==> config.mk <==
export PLATFORM = sky130hd
export DESIGN_NAME = act_skew_feeder
export DESIGN_NICKNAME = d
export VERILOG_FILES = /design/src/rtl/act_skew_feeder_pkg.sv /design/src/rtl/skew_line.sv /design/src/rtl/act_skew_feeder.sv
export SDC_FILE = /design/constraint.sdc
export NUM_CORES = 1
export LEC_CHECK = 0
export ABC_AREA = 1
export CAP_MARGIN = 20
export CELL_PAD_IN_SITES_DETAIL_PLACEMENT = 1
export CELL_PAD_IN_SITES_GLOBAL_PLACEMENT = 2
export CORE_ASPECT_RATIO = 0.8
export CORE_MARGIN = 3
export CORE_UTILIZATION = 35
export DETAILED_ROUTE_END_ITERATION = 16
export HOLD_SLACK_MARGIN = 0.08
export MAX_ROUTING_LAYER = met4
export PLACE_DENSITY = 0.89
export SETUP_SLACK_MARGIN = 0.05
export SYNTH_ARGS = -nofsm -noshare
export SYNTH_HDL_FRONTEND = slang
export SYNTH_SLANG_ARGS = --single-unit
==> constraint.sdc <==
create_clock -name clk -period 5.5 [get_ports clk]
set_clock_uncertainty 0.15 [all_clocks]
set_input_delay 1.65 -clock clk [delete_from_list [all_inputs] [get_ports clk]]
set_output_delay 1.65 -clock clk [all_outputs]
set_load 0.02 [all_outputs]
==> src/rtl/act_skew_feeder_pkg.sv <==
// Shared definitions for the west-edge activation feeder: global data width
// and FSM state encodings.
`ifndef DATA_W
`define DATA_W 8
`endif

package act_skew_feeder_pkg;

    localparam int unsigned DATA_W = `DATA_W;

    // Feeder FSM state encodings
    localparam logic [1:0] ST_IDLE   = 2'd0;
    localparam logic [1:0] ST_STREAM = 2'd1;
    localparam logic [1:0] ST_FLUSH  = 2'd2;
    localparam logic [1:0] ST_DONE   = 2'd3;

endpackage

==> src/rtl/skew_line.sv <==
// skew_line: DEPTH-register shift chain with shift enable and asynchronous
// active-low clear. q is the last register of the chain.
// Ports: clk, rst_n, en (shift one stage), d (chain input), q (chain output).
module skew_line #(
    parameter int unsigned DEPTH = 1,
    parameter int unsigned W     = 8
) (
    input  logic         clk,
    input  logic         rst_n,
    input  logic         en,
    input  logic [W-1:0] d,
    output logic [W-1:0] q
);

    logic [W-1:0] stg [DEPTH];

    // Shift chain; holds when en is low so the whole array freezes together
    always_ff @(posedge clk or negedge rst_n) begin
        if (!rst_n) begin
            for (int unsigned k = 0; k < DEPTH; k++) begin
                stg[k] <= '0;
            end
        end else if (en) begin
            stg[0] <= d;
            for (int unsigned k = 1; k < DEPTH; k++) begin
                stg[k] <= stg[k-1];
            end
        end
    end

    assign q = stg[DEPTH-1];

endmodule

==> src/rtl/act_skew_feeder.sv <==
// act_skew_feeder: accepts activation vectors over valid/ready and re-times
// them into the diagonal skew of a weight-stationary systolic array (row i
// lags row 0 by i slots), then flushes 2*N-1 zero slots and pulses done.
// Ports:
//   clk, rst_n        clock, asynchronous active-low reset
//   start, num_vec    tile start pulse and vector count (sampled in IDLE)
//   in_valid/in_ready input vector handshake (in_ready is combinational)
//   in_data           N lanes of DATA_W, lane i feeds row i
//   act_west          registered west-edge activations, same lane layout
//   compute           registered array advance enable
//   busy              high while streaming or flushing
//   done              one-cycle end-of-tile pulse
module act_skew_feeder
    import act_skew_feeder_pkg::*;
#(
    parameter int unsigned N     = 4,
    parameter int unsigned CNT_W = 16
) (
    input  logic                clk,
    input  logic                rst_n,
    input  logic                start,
    input  logic [CNT_W-1:0]    num_vec,
    input  logic                in_valid,
    output logic                in_ready,
    input  logic [N*DATA_W-1:0] in_data,
    output logic [N*DATA_W-1:0] act_west,
    output logic                compute,
    output logic                busy,
    output logic                done
);

    localparam int unsigned FLUSH_CYC = 2*N - 1;
    localparam int unsigned FL_W      = $clog2(2*N);

    logic [1:0]          state, state_nxt;
    logic [CNT_W-1:0]    remaining, remaining_nxt;
    logic [FL_W-1:0]     flush_cnt, flush_cnt_nxt;
    logic                done_nxt, busy_nxt;
    logic                accept, advance;
    logic [N*DATA_W-1:0] chain_in;

    assign in_ready = (state == ST_STREAM) && (remaining != '0);
    assign accept   = in_valid && in_ready;
    assign advance  = accept || (state == ST_FLUSH);
    // Zeros enter the chains during flush so partial sums drain cleanly
    assign chain_in = (state == ST_STREAM) ? in_data : '0;

    // State and counter registers
    always_ff @(posedge clk or negedge rst_n) begin
        if (!rst_n) begin
            state     <= ST_IDLE;
            remaining <= '0;
            flush_cnt <= '0;
            compute   <= 1'b0;
            done      <= 1'b0;
            busy      <= 1'b0;
        end else begin
            state     <= state_nxt;
            remaining <= remaining_nxt;
            flush_cnt <= flush_cnt_nxt;
            compute   <= advance;
            done      <= done_nxt;
            busy      <= busy_nxt;
        end
    end

    // Next-state, counter and output decode
    always_comb begin
        state_nxt     = state;
        remaining_nxt = remaining;
        flush_cnt_nxt = flush_cnt;
        done_nxt      = 1'b0;
        case (state)
            ST_IDLE: begin
                if (start) begin
                    if (num_vec != '0) begin
                        remaining_nxt = num_vec;
                        state_nxt     = ST_STREAM;
                    end else begin
                        done_nxt = 1'b1;
                    end
                end
            end
            ST_STREAM: begin
                if (accept) begin
                    remaining_nxt = remaining - CNT_W'(1);
                    if (remaining == CNT_W'(1)) begin
                        state_nxt     = ST_FLUSH;
                        flush_cnt_nxt = FL_W'(FLUSH_CYC);
                    end
                end
            end
            ST_FLUSH: begin
                flush_cnt_nxt = flush_cnt - FL_W'(1);
                if (flush_cnt == FL_W'(1)) begin
                    state_nxt = ST_DONE;
                end
            end
            ST_DONE: begin
                done_nxt  = 1'b1;
                state_nxt = ST_IDLE;
            end
            default: state_nxt = ST_IDLE;
        endcase
        busy_nxt = (state_nxt == ST_STREAM) || (state_nxt == ST_FLUSH);
    end

    // Lane i gets i skew stages plus the act_west output register
    for (genvar i = 0; i < N; i++) begin : g_lane
        skew_line #(
            .DEPTH(i + 1),
            .W    (DATA_W)
        ) u_line (
            .clk  (clk),
            .rst_n(rst_n),
            .en   (advance),
            .d    (chain_in[i*DATA_W +: DATA_W]),
            .q    (act_west[i*DATA_W +: DATA_W])
        );
    end

endmodule

Met1 routing:
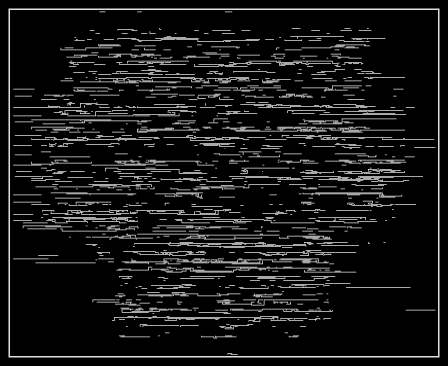
The longest straight run is 48.3 microns. The layer carries 5,900 microns of wire. The layer holds 46% of the routed length. 599 nets have wire on it.

M2 wires:
The bar under the picture is 50 microns long. Cells faint in the background.
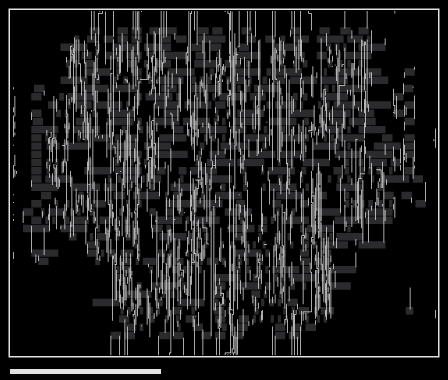
595 nets have wire on it. The layer carries 6,180 microns of wire. The layer holds 49% of the routed length. The longest straight run is 46.6 microns.

Met3 routing:
The bar under the picture is 50 microns long.
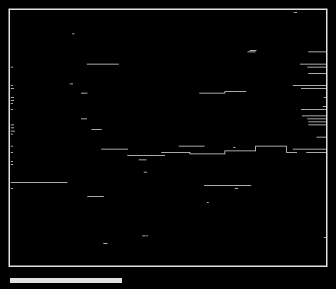
The layer carries 371 microns of wire. The layer holds 2.9% of the routed length. The wires run mostly horizontal. The longest straight run is 25.1 microns.

The metal 4 layer:
Cells faint in the background.
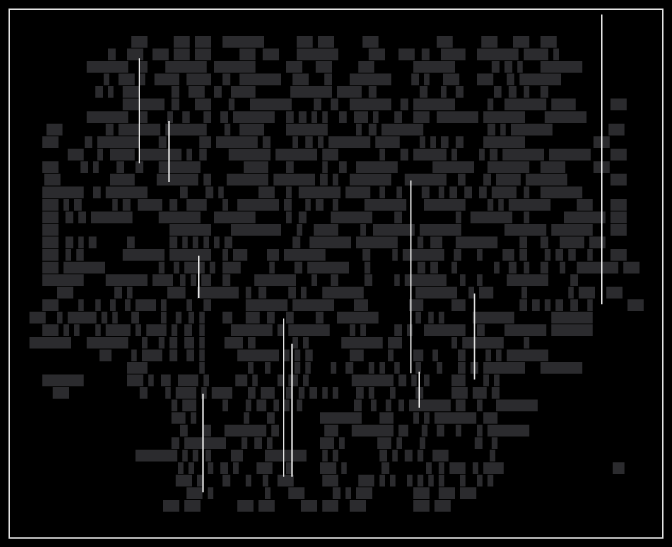
The layer holds 2.0% of the routed length. The layer carries 258 microns of wire. 7 nets have wire on it.

Track usage over the die:
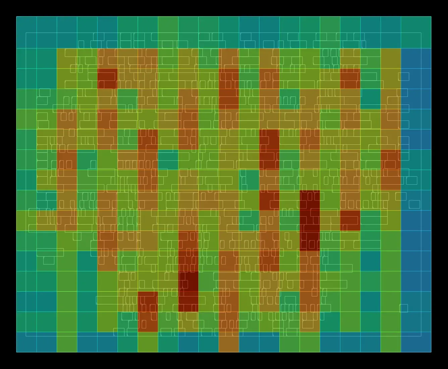
GRT busiest layer: met2
WL/cell: 16.0 microns
Final Util: 44.6%

-- final timing paths --
path / startpoint / to / slack (ps)
min in group asynchronous: rst_n / remaining[15]$_DFFE_PN0P_ / 1150
hold / removal: g_lane[3].u_line.stg[27]$_DFFE_PN0P_ / g_lane[3].u_line.stg[19]$_DFFE_PN0P_ / 350
setup reg to reg: state[1]$_DFF_PN0_ / remaining[2]$_DFFE_PN0P_ / 2190
setup / recovery: remaining[11]$_DFFE_PN0P_ / in_ready / 1640
max in group asynchronous: rst_n / g_lane[1].u_line.stg[9]$_DFFE_PN0P_ / 3110
hold reg to reg: g_lane[3].u_line.stg[27]$_DFFE_PN0P_ / g_lane[3].u_line.stg[19]$_DFFE_PN0P_ / 350
-- stage by stage --
step                      power (W)  setup slack [ps]  cells
after CTS                   0.00385              1630    796
after detailed placement    0.00316              1490    780
after global routing        0.00411              1490    796
after global placement      0.00305              1540    780
after floorplan             0.00274              2630    558
final                       0.00380              1640    796
-- worst register-to-register path, delay by kind of cell, from the launching register on --
kind | cells | cell delay (ps)
buffers and inverters | 4 | 1570
AOI/OAI and AO/OA | 2 | 570
DFF | 1 | 450
and+or+nand+nor | 2 | 270
adders and majority gates | 1 | 200
-- power breakdown --
group / total, W / switching [W] / leakage (nW) / internal (W)
registers: 0.00134 / 0.000220 / 1.33 / 0.00112
logic: 0.00179 / 0.00105 / 1.41 / 0.000739
clock network: 0.000664 / 0.000305 / 0.152 / 0.000359
-- routing by layer --
metal | vias to the layer above | part of all wire [%] | track usage [%]
met5 | - | 0 | -
met4 | 0 | 2.0 | 5.56
met3 | 21 | 2.9 | 3.67
met2 | 64 | 49 | 27.2
met1 | 1921 | 46 | 21.2
li1 | 1885 | - | -
==> results.py <==
# Generated from Yosys and OpenROAD reports
metrics = {
    "job": {
        "drv_cap": 0,
        "warnings": 34,
    },
    "final_layout": {
        "design.seq.count": 104,
        "layout_top_cell_excl_fill_tap": "nand2_1",
        "final_cell_mix": "108 x nand2_1, 104 x dfrtp_1, 86 x clkdlybuf4s50_1, 64 x nand3_1, 52 x nor2_1",
        "n_all_buffers": 93,
        "top_register": "g_lane.u_line.stg",
        "ff_latch_area_sq_um": 2600,
        "seq_share_pct": 41.9,
        "drive_above_1_share_pct": 9.90,
        "design_area_sq_um": 6210,
    },
    "timing": {
        "max_slew_margin_pct": 41.4,
        "fin_crit_sh_pct": 70.2,
        "finalSetupViolations": 0,
        "hold_viol": 0,
        "timing.fmax_mhz": 259,
        "worstMarginPinSlew_ps": 878,
        "whs_ps": 354,
        "rsz0062_at_grt": "no",
    },
    "routing": {
        "remaining_drc_errors": 0,
        "vias_per_cell": 4.89,
        "drtIter0Drc": 156,
        "drt-pass1-iter-count": 4,
        "vias": 3891,
    },
    "run_status": {
        "status": "finished clean",
    },
    "synthesis": {
        "synthTopCellsByCount": "108 x nand2_1, 104 x dfrtp_1, 64 x nand3_1, 52 x nor2_1, 45 x inv_1",
        "synth_cell_types": 32,
        "xor_area_share_pct": 1.54,
        "ys.flop_type": "dfrtp_1",
        "ys_async_sr_fraction_pct": 100,
        "yosysTopAreaCell": "dfrtp_1",
        "synth_warnings": 0,
        "synth_cells": 558,
        "synthTopCellsByArea": "dfrtp_1 51%, nand2_1 7.9%, nand3_1 6.2%",
        "edf_count": 0,
        "avgSynthCellArea_sq_um": 9.20,
        "synth-seq-cells": 104,
        "yosysTopAreaCellShare_pct": 50.7,
        "ys_area_sq_um": 5130,
    },
    "pwr": {
        "irDropWorstVdd_mv": 0.284,
    },
    "floorplan": {
        "row_count": 38,
        "die_area_sq_um": 16200,
        "initCoreUtil_pct": 36.9,
        "io_pins": 88,
        "die_h_microns": 114,
    },
    "placed_design": {
        "io_buffers": 87,
        "dp_hpwl_microns": 8820,
        "gp_congestion": 0.824,
    },
    "global_routing": {
        "grt_pass1_vias": 4277,
        "grt_max_degree": 52,
        "antenna_found_initial": 0,
    },
    "worst_hold_path": {
        "hold_class": "reg2reg",
    },
    "cts": {
        "cts_inserted_buffers": 9,
        "cts_root_buf": "clkbuf_16",
        "cts.hold.buffers_added": 0,
    },
    "worst_setup_path": {
        "worstPathCellList": "nor2_2 -> nand2_1 -> nor2_2 -> nand2_2 -> nand2_1 -> inv_1 -> clkdlybuf4s50_1",
        "worstSetupPathType": "reg2out",
        "required_ps": 3700,
        "reg2reg_depth": 9,
        "endpoint_kind": "primary output",
        "cpMaxStageDelayCell": "clkdlybuf4s50_1",
        "start_kind": "register",
        "crit_cells": 7,
        "crit_fanout": 4,
        "arrival_ps": 2060,
        "crit_path_max_incr_delay_ps": 530,
    },
}
Power is estimated from default activity; no workload was simulated.
